[config.mk]
export PLATFORM = sky130hd
export DESIGN_NAME = nand_toggle_gen_flat
export DESIGN_NICKNAME = d
export VERILOG_FILES = /design/src/rtl/nand_toggle_gen_if.sv /design/src/rtl/nand_toggle_gen.sv /design/src/flat_wrapper.sv
export SDC_FILE = /design/constraint.sdc
export NUM_CORES = 1
export LEC_CHECK = 0
export ABC_AREA = 1
export CORE_ASPECT_RATIO = 0.75
export CORE_MARGIN = 2
export CORE_UTILIZATION = 45
export CTS_BUF_LIST = sky130_fd_sc_hd__clkbuf_2 sky130_fd_sc_hd__clkbuf_4 sky130_fd_sc_hd__clkbuf_8
export DETAILED_ROUTE_END_ITERATION = 8
export DONT_BUFFER_PORTS = 1
export PLACE_DENSITY = 0.7
export SKIP_CTS_REPAIR_TIMING = 1
export SLEW_MARGIN = 20
export SYNTH_ARGS = -nofsm -noshare
export SYNTH_HDL_FRONTEND = slang
export SYNTH_SLANG_ARGS = --single-unit
[constraint.sdc]
create_clock -name clk -period 2.91 [get_ports clk]
set_input_delay 0.582 -clock clk [delete_from_list [all_inputs] [get_ports clk]]
set_output_delay 0.582 -clock clk [all_outputs]
set_load 0.05 [all_outputs]
[src/rtl/nand_toggle_gen_if.sv]
// rtl/nand_toggle_gen_if.sv - request/drive bundle for nand_toggle_gen (abort present with TOGGLE_ABORT_EN)
interface nand_toggle_gen_if #(
  parameter int VEC_W = 5,
  parameter int CNT_W = 12,
  parameter int DLY_W = 4
);
  logic             start;
`ifdef TOGGLE_ABORT_EN
  logic             abort;
`endif
  logic [CNT_W-1:0] cnt_upto;
  logic [DLY_W-1:0] setup_cycles;
  logic [DLY_W-1:0] hold_cycles;
  logic [VEC_W-1:0] setup_vec;
  logic [VEC_W-1:0] hold_vec;
  logic [VEC_W-1:0] idle_vec;
  logic [VEC_W-1:0] out_vec;
  logic             busy;
  logic             done;
  logic             toggle_stb;
  logic [CNT_W-1:0] toggle_cnt;

  modport master (
`ifdef TOGGLE_ABORT_EN
    output abort,
`endif
    output start, cnt_upto, setup_cycles, hold_cycles, setup_vec, hold_vec, idle_vec,
    input  out_vec, busy, done, toggle_stb, toggle_cnt
  );

  modport slave (
`ifdef TOGGLE_ABORT_EN
    input  abort,
`endif
    input  start, cnt_upto, setup_cycles, hold_cycles, setup_vec, hold_vec, idle_vec,
    output out_vec, busy, done, toggle_stb, toggle_cnt
  );
endinterface

[src/rtl/nand_toggle_gen.sv]
// rtl/nand_toggle_gen.sv - setup/hold toggle sequence generator; optional abort via TOGGLE_ABORT_EN
module nand_toggle_gen #(
  parameter int VEC_W = 5,
  parameter int CNT_W = 12,
  parameter int DLY_W = 4
) (
  input  logic                clk,
  input  logic                reset,
  nand_toggle_gen_if.slave    bus
);

  typedef enum logic [1:0] {
    ST_IDLE  = 2'd0,
    ST_SETUP = 2'd1,
    ST_HOLD  = 2'd2,
    ST_DONE  = 2'd3
  } state_t;

  localparam logic [DLY_W:0]   PH_ONE  = (DLY_W+1)'(1);
  localparam logic [CNT_W-1:0] CNT_ONE = CNT_W'(1);

  state_t           state_q, state_d;
  logic [CNT_W-1:0] cnt_upto_q, cnt_upto_d;
  logic [DLY_W-1:0] setup_len_q, setup_len_d;
  logic [DLY_W-1:0] hold_len_q, hold_len_d;
  logic [VEC_W-1:0] setup_vec_q, setup_vec_d;
  logic [VEC_W-1:0] hold_vec_q, hold_vec_d;
  // One bit wider than the length inputs so the longest phase never wraps
  logic [DLY_W:0]   phase_q, phase_d;
  logic [CNT_W-1:0] toggle_cnt_q, toggle_cnt_d;
  logic [VEC_W-1:0] out_vec_q, out_vec_d;
  logic             done_q, done_d;
  logic             toggle_stb_q, toggle_stb_d;

  logic [DLY_W:0]   setup_eff, hold_eff;
  logic             setup_last, hold_last;
  logic             running;

  // Zero-length phases are stretched to one cycle
  assign setup_eff  = (setup_len_q == '0) ? PH_ONE : {1'b0, setup_len_q};
  assign hold_eff   = (hold_len_q == '0)  ? PH_ONE : {1'b0, hold_len_q};
  assign setup_last = (phase_q == setup_eff - PH_ONE);
  assign hold_last  = (phase_q == hold_eff - PH_ONE);
  assign running    = (state_q == ST_SETUP) || (state_q == ST_HOLD);

  // State register
  always_ff @(posedge clk or posedge reset) begin
    if (reset) state_q <= ST_IDLE;
    else       state_q <= state_d;
  end

  // Next-state decode; abort overrides any phase transition
  always_comb begin
    state_d = state_q;
    case (state_q)
      ST_IDLE:  if (bus.start) state_d = (bus.cnt_upto == '0) ? ST_DONE : ST_SETUP;
      ST_SETUP: if (setup_last) state_d = ST_HOLD;
      ST_HOLD:  if (hold_last) state_d = (toggle_cnt_q == cnt_upto_q) ? ST_DONE : ST_SETUP;
      ST_DONE:  if (!bus.start) state_d = ST_IDLE;
      default:  state_d = ST_IDLE;
    endcase
`ifdef TOGGLE_ABORT_EN
    if (running && bus.abort) state_d = ST_DONE;
`endif
  end

  // Next values for latched config, counters and registered outputs, keyed off state_d
  always_comb begin
    cnt_upto_d   = cnt_upto_q;
    setup_len_d  = setup_len_q;
    hold_len_d   = hold_len_q;
    setup_vec_d  = setup_vec_q;
    hold_vec_d   = hold_vec_q;
    toggle_cnt_d = toggle_cnt_q;
    phase_d      = '0;
    toggle_stb_d = 1'b0;
    done_d       = (state_d == ST_DONE);

    if (state_q == ST_IDLE && bus.start) begin
      cnt_upto_d   = bus.cnt_upto;
      setup_len_d  = bus.setup_cycles;
      hold_len_d   = bus.hold_cycles;
      setup_vec_d  = bus.setup_vec;
      hold_vec_d   = bus.hold_vec;
      toggle_cnt_d = '0;
    end

    if ((state_d == ST_SETUP || state_d == ST_HOLD) && state_d == state_q)
      phase_d = phase_q + PH_ONE;

    if (state_q == ST_SETUP && state_d == ST_HOLD) begin
      toggle_stb_d = 1'b1;
      toggle_cnt_d = toggle_cnt_q + CNT_ONE;
    end

    // The setup vector is taken straight from the input on the latching edge
    case (state_d)
      ST_SETUP: out_vec_d = (state_q == ST_IDLE) ? bus.setup_vec : setup_vec_q;
      ST_HOLD:  out_vec_d = hold_vec_q;
      default:  out_vec_d = bus.idle_vec;
    endcase
  end

  // Datapath and registered outputs
  always_ff @(posedge clk or posedge reset) begin
    if (reset) begin
      cnt_upto_q   <= '0;
      setup_len_q  <= '0;
      hold_len_q   <= '0;
      setup_vec_q  <= '0;
      hold_vec_q   <= '0;
      phase_q      <= '0;
      toggle_cnt_q <= '0;
      out_vec_q    <= '0;
      done_q       <= 1'b0;
      toggle_stb_q <= 1'b0;
    end else begin
      cnt_upto_q   <= cnt_upto_d;
      setup_len_q  <= setup_len_d;
      hold_len_q   <= hold_len_d;
      setup_vec_q  <= setup_vec_d;
      hold_vec_q   <= hold_vec_d;
      phase_q      <= phase_d;
      toggle_cnt_q <= toggle_cnt_d;
      out_vec_q    <= out_vec_d;
      done_q       <= done_d;
      toggle_stb_q <= toggle_stb_d;
    end
  end

  // Output drive
  always_comb begin
    bus.busy       = running;
    bus.out_vec    = out_vec_q;
    bus.done       = done_q;
    bus.toggle_stb = toggle_stb_q;
    bus.toggle_cnt = toggle_cnt_q;
  end

endmodule

[src/flat_wrapper.sv]
// flat-port wrapper written by rule: the top's interface ports become plain ports
module nand_toggle_gen_flat 
#(
  parameter int VEC_W = 5,
  parameter int CNT_W = 12,
  parameter int DLY_W = 4
)
  (clk, reset, bus_start, bus_cnt_upto, bus_setup_cycles, bus_hold_cycles, bus_setup_vec, bus_hold_vec, bus_idle_vec, bus_out_vec, bus_busy, bus_done, bus_toggle_stb, bus_toggle_cnt);
  nand_toggle_gen_if #(.VEC_W(VEC_W), .CNT_W(CNT_W), .DLY_W(DLY_W)) bus_i ();
  input  logic clk;
  input  logic reset;
  input wire logic [$bits(bus_i.start)-1:0] bus_start;
  input wire logic [$bits(bus_i.cnt_upto)-1:0] bus_cnt_upto;
  input wire logic [$bits(bus_i.setup_cycles)-1:0] bus_setup_cycles;
  input wire logic [$bits(bus_i.hold_cycles)-1:0] bus_hold_cycles;
  input wire logic [$bits(bus_i.setup_vec)-1:0] bus_setup_vec;
  input wire logic [$bits(bus_i.hold_vec)-1:0] bus_hold_vec;
  input wire logic [$bits(bus_i.idle_vec)-1:0] bus_idle_vec;
  output wire logic [$bits(bus_i.out_vec)-1:0] bus_out_vec;
  output wire logic [$bits(bus_i.busy)-1:0] bus_busy;
  output wire logic [$bits(bus_i.done)-1:0] bus_done;
  output wire logic [$bits(bus_i.toggle_stb)-1:0] bus_toggle_stb;
  output wire logic [$bits(bus_i.toggle_cnt)-1:0] bus_toggle_cnt;
  assign bus_i.start = bus_start;
  assign bus_i.cnt_upto = bus_cnt_upto;
  assign bus_i.setup_cycles = bus_setup_cycles;
  assign bus_i.hold_cycles = bus_hold_cycles;
  assign bus_i.setup_vec = bus_setup_vec;
  assign bus_i.hold_vec = bus_hold_vec;
  assign bus_i.idle_vec = bus_idle_vec;
  assign bus_out_vec = bus_i.out_vec;
  assign bus_busy = bus_i.busy;
  assign bus_done = bus_i.done;
  assign bus_toggle_stb = bus_i.toggle_stb;
  assign bus_toggle_cnt = bus_i.toggle_cnt;
  nand_toggle_gen #(.VEC_W(VEC_W), .CNT_W(CNT_W), .DLY_W(DLY_W)) u_core (.clk(clk), .reset(reset), .bus(bus_i));
endmodule
==> impl_metrics.toml, run 1 <==
# physical design summary
[synthesis]
avgSynthCellArea_um2 = 7.73
syn_area_um2 = 2990
top_cells_by_count = "126 x nand2_1, 56 x dfrtp_1, 56 x inv_1"
synth-edff-count = 0
ys_warn_count = 0
synthArstFlopShare_pct = 100
ys_area_um2 = 2990
yosysSeqAreaShare_pct = 46.8
synth.most_common_cell = "nand2_1"
flop_cell = "dfrtp_1"
post_synth_fa_ha_maj_area_fraction_pct = 4.60
simple_gate_share_pct = 26.8
yosys.area.top_type = "dfrtp_1"
mux_share_pct = 0
fp_nets = 436
ys_types = 27
top_logic_kind = "simple AND/OR/NAND/NOR gates"
synth-compound-area-share_pct = 10.3
ys_ff = 56
yosysCellCount = 387

[detailed_routing]
met2_length_um = 3040
wl_met3_um = 331
vias = 2521
wl_um = 6770
met1_length_um = 3350
drtIter0Drc = 133
routedWlPerCell_um = 13.5
final_antenna_net_count = 0
firstDrtPassIters = 4
drcViolationCount = 0

[timing]
tightest_slew_ns = 0.705
setup_tns_ns = 0
fmax_mhz = 351
clock-skew-final_ns = 0.00947
setup_viol = 0
relSlewSlack_pct = 52.9
grt_setup_unrepaired = "true"
fin_crit_ns = 2.85
slew_violations = 0
setup_ws_ns = 0.0608

[power_and_ir_drop]
pwr-share-seq_pct = 62.1
swShare_pct = 22.2
intPower_w = 0.000974
power_leader = "registers"
ir_drop_v = 0.000185
p_switching_w = 0.000277
powerSeq_w = 0.000778
total_power_w = 0.00125
power.share.clock_pct = 36.2

[critical_path]
reg2reg_setup_slack_ns = 0.06
crit_cells = 28
required_ns = 3.12
critical_path.endpoint_type = "register"
crit_path_end = "u_core.bus.toggle_cnt[11]$_DFFE_PP0P_"
critical-path-max-stage-delay_ns = 0.40
path_common_cell = "nand2_2"
cp_top_family = "simple AND/OR/NAND/NOR gates"
slowest_stage = "dfrtp_1"
critPathLaunch = "u_core.hold_len_q[1]$_DFFE_PP0P_"
arrival_ns = 3.06
path_class = "register to register"

[floorplanning]
taps = 81
chip_area_um2 = 7320
num_rows = 25
die_y_um = 74.6
fp_util_pct = 46.9

[layout]
comb_area_share_pct = 41.2
layout.nets = 469
comb_cells = 266
comb_area_um2 = 1460
nonClkBufAreaFrac_pct = 7.34
layout-drive-gt1-share_pct = 19.5
ff_count = 56
layout_top_cells = "120 x nand2_1, 56 x dfrtp_1, 48 x inv_1"

[cts]
clk_pin_slew_ns = 0.11
numCtsBuffers = 5
ctsLongestPathBuffers = 2
cts_root_buffer = "clkbuf_8"
cts_tree = "built"
clkLatencyLatePin_ns = 0.31

[global_route]
grt_pass1_wl_um = 11300
met1_usage_pct = 28.8
grt_pass1_vias = 2366

[placement]
place_area_um2 = 3290
post-place-ws_ns = -0.127
post-dp-hpwl_um = 5060
io_buffer_count = 0
place_inst = 488

[min_path]
holdCritPathClass = "input port to async pin"

[status]
status = "completed"
Figure 1. Sequential cells colored by netlist name (run 1).
Drawn at 4 px/um. Other sequential cells in the stronger gray, the rest of the logic in the fainter gray.
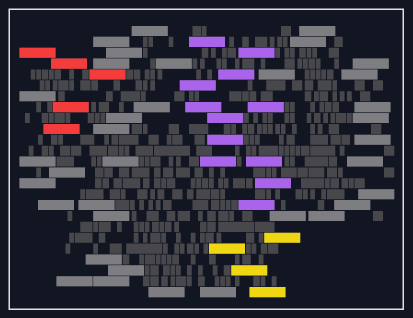
[yellow] u_core.hold_len_q | sequential cells: 4
[red] u_core.setup_vec_q | sequential cells: 5 | where: top left
[purple] u_core.cnt_upto_q | sequential cells: 12

Figure 2. Placement by cell class (run 1).
Drawn at 4 px/um.
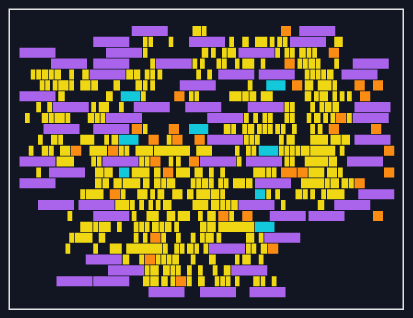
[yellow] all other logic | cells: 323 | share of their area: 49%
[cyan] clock drivers and dummy loads | cells: 8 | share of their area: 2.8%
[purple] flops | cells: 56 | share of their area: 41%
[orange] other buffers and delay cells | cells: 34 | share of their area: 7.6%
Seq/total area: 39.7%
core area: 6380 um^2
Core Util, Final: 55.3%
Final Cell Area: 3530 um^2

Figure 3. Metal 3 (run 1).
Drawn at 3 px/um. Cells faint in the background.
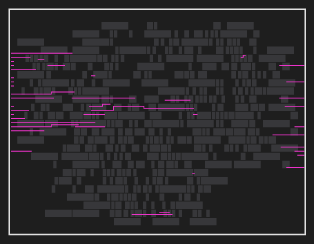
longest straight run: 27.8 um
share of all routed wire: 4.9%

==> run 1 -> run 2 <==
Settings changed: HOLD_SLACK_MARGIN set to 0.1.
Figure 4. Metal 3 (run 2).
Drawn at 3 px/um. Cells faint in the background.
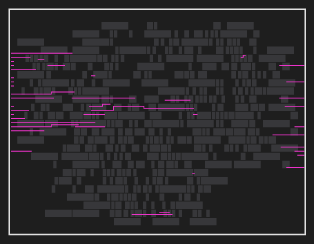
nets with wire on the layer: 38
longest straight run: 27.8 um

==> run 2 against run 1 <==
- global-route usage did not move
- power is the same
- largest cell class unchanged
- critical endpoint unchanged
- die size stayed put
- fmax unchanged
==> impl_metrics.toml, run 2 <==
# physical design summary
[power_and_ir_drop]
powerComb_w = 0.0000207
power.leakage_nw = 1.81
p_switching_w = 0.000277
ir_drop_v = 0.000185
total_power_w = 0.00125
intPower_w = 0.000974
swShare_pct = 22.2
power_density_nw_per_um2 = 354
power.share.clock_pct = 36.2
power_leader = "registers"
powerSeq_w = 0.000778
pwr-share-seq_pct = 62.1

[synthesis]
synth.most_common_cell = "nand2_1"
simple_gate_share_pct = 26.8
ys_ff = 56
yosys.area.top_type = "dfrtp_1"
ys_types = 27
mux_share_pct = 0
synth_largest_type_area_fraction_pct = 46.8
top_logic_kind = "simple AND/OR/NAND/NOR gates"
yosysCellCount = 387
yosysSeqAreaShare_pct = 46.8
top_cells_by_count = "126 x nand2_1, 56 x dfrtp_1, 56 x inv_1"
synth-compound-area-share_pct = 10.3
synthArstFlopShare_pct = 100
avgSynthCellArea_um2 = 7.73
synth-edff-count = 0
fp_nets = 436
flop_cell = "dfrtp_1"
syn_area_um2 = 2990
post_synth_fa_ha_maj_area_fraction_pct = 4.60
ys_area_um2 = 2990
ys_warn_count = 0

[critical_path]
critical-path-max-stage-delay_ns = 0.40
critPathLaunch = "u_core.hold_len_q[1]$_DFFE_PP0P_"
required_ns = 3.12
reg2reg_setup_slack_ns = 0.06
cp_top_family = "simple AND/OR/NAND/NOR gates"
crit_path_end = "u_core.bus.toggle_cnt[11]$_DFFE_PP0P_"
path_class = "register to register"
arrival_ns = 3.06
critical_path.endpoint_type = "register"
path_common_cell = "nand2_2"
slowest_stage = "dfrtp_1"
crit_cells = 28

[floorplanning]
num_rows = 25
chip_area_um2 = 7320
die_y_um = 74.6
fp_util_pct = 46.9
core_area_um2 = 6380
die_w_um = 98.2
taps = 81

[global_route]
grt_max_degree = 38
grt_pass1_vias = 2366
grt_busiest_layer = "met2"
met1_usage_pct = 28.8
grtUsageTotal_pct = 19.4
grt_pass1_wl_um = 11300

[layout]
final_area_um2 = 3530
layout_top_cell = "nand2_1"
inverters = 57
nonClkBufAreaFrac_pct = 7.34
layout-drive-gt1-share_pct = 19.5
fin_util_pct = 55.3
comb_area_share_pct = 41.2
comb_cells = 266
comb_area_um2 = 1460
layout.nets = 469
ff_count = 56
clock_area_share_pct = 2.76
layout_top_cells = "120 x nand2_1, 56 x dfrtp_1, 48 x inv_1"
instances_no_fill = 502
seq_share_pct = 39.7

[detailed_routing]
firstDrtPassIters = 4
met1_length_um = 3350
drcViolationCount = 0
routedWlPerCell_um = 13.5
avgViaCountPerCell = 5.02
final_antenna_net_count = 0
met2_length_um = 3040
drtIter0Drc = 133
wl_met3_um = 331
wl_um = 6770
vias = 2521

[placement]
io_buffer_count = 0
post-place-ws_ns = -0.127
place_area_um2 = 3290
place_inst = 488
post-dp-hpwl_um = 5060

[timing]
setup_viol = 0
relSlewSlack_pct = 52.9
finalHoldViolCount = 0
clock-skew-final_ns = 0.00947
fin_crit_ns = 2.85
grt_setup_unrepaired = "true"
fmax_mhz = 351
setup_ws_ns = 0.0608
slew_violations = 0
tightest_slew_ns = 0.705
setup_tns_ns = 0

[cts]
cts-htree-levels = 2
clk_pin_slew_ns = 0.11
ctsLongestPathBuffers = 2
clkLatencyLatePin_ns = 0.31
cts_tree = "built"
numCtsBuffers = 5
cts_sinks = 56
cts_root_buffer = "clkbuf_8"

[min_path]
holdCritPathClass = "input port to async pin"

[status]
status = "completed"
Figure 5. Placement view (run 2).
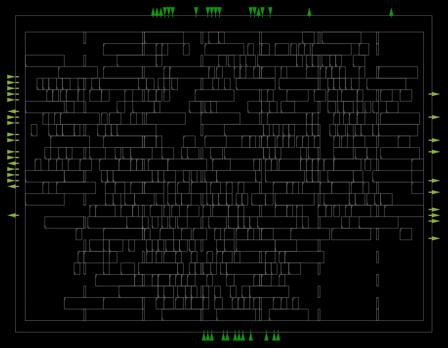

==> run 2 -> run 3 <==
Settings changed: CORE_MARGIN 2 to 3, CTS_CLUSTER_SIZE set to 10, SETUP_SLACK_MARGIN set to 0.5.
Figure 6. Placement view (run 3).
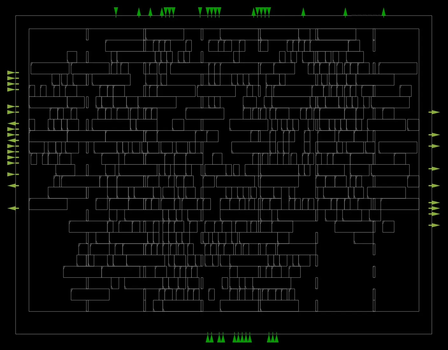
row count: 25
Final Non-Filler Cells: 510

==> run 3 against run 2 <==
- the flow now finishes with violations (negative setup slack)
- critical endpoint unchanged
- power decreased by 2.5%
- count of clock-buffer cells in the layout is the same
- synthesized cell count did not move
- combinational power increased by 6%
- via count shrank 0.83%
- highest routed layer unchanged
- sequential cell count unchanged
- area after synthesis stayed put
- largest cell class unchanged
- core utilization increased by 2.3 points
==> impl_metrics.toml, run 3 <==
# physical design summary
[global_route]
grt_max_degree = 38
met2_usage_pct = 26.7
grtUsageTotal_pct = 18.1
met1_usage_pct = 25.6
grt_pass1_vias = 2389
grt_pass1_wl_um = 11100
grt_busiest_layer = "met2"

[floorplanning]
die_w_um = 100
taps = 81
die_y_um = 76.6
fp_util_pct = 46.9
core_area_um2 = 6380
chip_area_um2 = 7670

[timing]
relSlewSlack_pct = 69.2
setup_ws_ns = -0.000700
slew_violations = 0
setup_viol = 1
setup_tns_ns = -0.000700
fin_crit_ns = 2.91
fmax_mhz = 344
tightest_slew_ns = 0.463
clock-skew-final_ns = 0.00685
grt_setup_unrepaired = "true"
finalHoldViolCount = 0

[detailed_routing]
drtIter0Drc = 118
vias = 2500
wl_um = 6900
top_layer_used = "met4"
drcViolationCount = 0
routedWlPerCell_um = 13.5
firstDrtPassIters = 4
final_antenna_net_count = 0
wl_met3_um = 412
met1_length_um = 3280
avgViaCountPerCell = 4.90
met2_length_um = 3170

[power_and_ir_drop]
power_leader = "registers"
ir_drop_v = 0.000153
pwr-share-seq_pct = 63.7
power_density_nw_per_um2 = 332
intPower_w = 0.000956
swShare_pct = 21.7
powerSeq_w = 0.000777
p_switching_w = 0.000265
power.share.clock_pct = 34.5
power.leakage_nw = 1.87
total_power_w = 0.00122
powerComb_w = 0.0000220

[layout]
seq_share_pct = 38.1
comb_area_um2 = 1520
n_clock_buffer = 6
clock_area_share_pct = 2.21
comb_area_share_pct = 41.4
layout_top_cells = "119 x nand2_1, 56 x dfrtp_1, 48 x inv_1"
nonClkBufAreaFrac_pct = 9.36
layout.nets = 478
final_area_um2 = 3680
regArea_um2 = 1400
layout-drive-gt1-share_pct = 24.7
comb_cells = 266
layout_top_cell = "nand2_1"
fin_util_pct = 57.6
inverters = 57
ff_count = 56

[critical_path]
cp_max_fo = 3
arrival_ns = 3.12
path_common_cell = "nand2_1"
crit_cells = 27
reg2reg_setup_slack_ns = -0.0007
critical-path-max-stage-delay_ns = 0.41
critical_path.endpoint_type = "register"
slowest_stage = "dfrtp_1"
critPathLaunch = "u_core.setup_len_q[2]$_DFFE_PP0P_"
required_ns = 3.12
path_class = "register to register"
crit_path_end = "u_core.bus.toggle_cnt[11]$_DFFE_PP0P_"
cp_top_family = "simple AND/OR/NAND/NOR gates"

[synthesis]
fp_nets = 436
synth-edff-count = 0
synthArstFlopShare_pct = 100
flop_cell = "dfrtp_1"
post_synth_fa_ha_maj_area_fraction_pct = 4.60
syn_area_um2 = 2990
avgSynthCellArea_um2 = 7.73
synth-compound-area-share_pct = 10.3
ys_types = 27
synth.most_common_cell = "nand2_1"
ys_warn_count = 0
mux_share_pct = 0
ys_ff = 56
yosysCellCount = 387
simple_gate_share_pct = 26.8
area_leaders = "dfrtp_1 47%, nand2_1 16%, inv_1 7.0%"
top_logic_kind = "simple AND/OR/NAND/NOR gates"
yosysSeqAreaShare_pct = 46.8
yosys.area.top_type = "dfrtp_1"
top_cells_by_count = "126 x nand2_1, 56 x dfrtp_1, 56 x inv_1"
synth_largest_type_area_fraction_pct = 46.8
ys_area_um2 = 2990

[cts]
cts-htree-levels = 2
clk_pin_slew_ns = 0.10
ctsLongestPathBuffers = 2
numCtsBuffers = 5
cts_tree = "built"
clkLatencyLatePin_ns = 0.31
cts_root_buffer = "clkbuf_8"
cts_sinks = 56

[placement]
gp_congestion = 0.816
io_buffer_count = 0
place_area_um2 = 3310
post-dp-hpwl_um = 4970
post-place-ws_ns = -0.156
place_inst = 489

[min_path]
hold-path-endpoint = "u_core.hold_vec_q[4]$_DFFE_PP0P_"
hold_depth = 2
holdCritPathClass = "input port to register"

[status]
violations = "negative setup slack"
status = "finished with violations"
Power figures rest on the tool's default switching activity, not on a simulated workload.
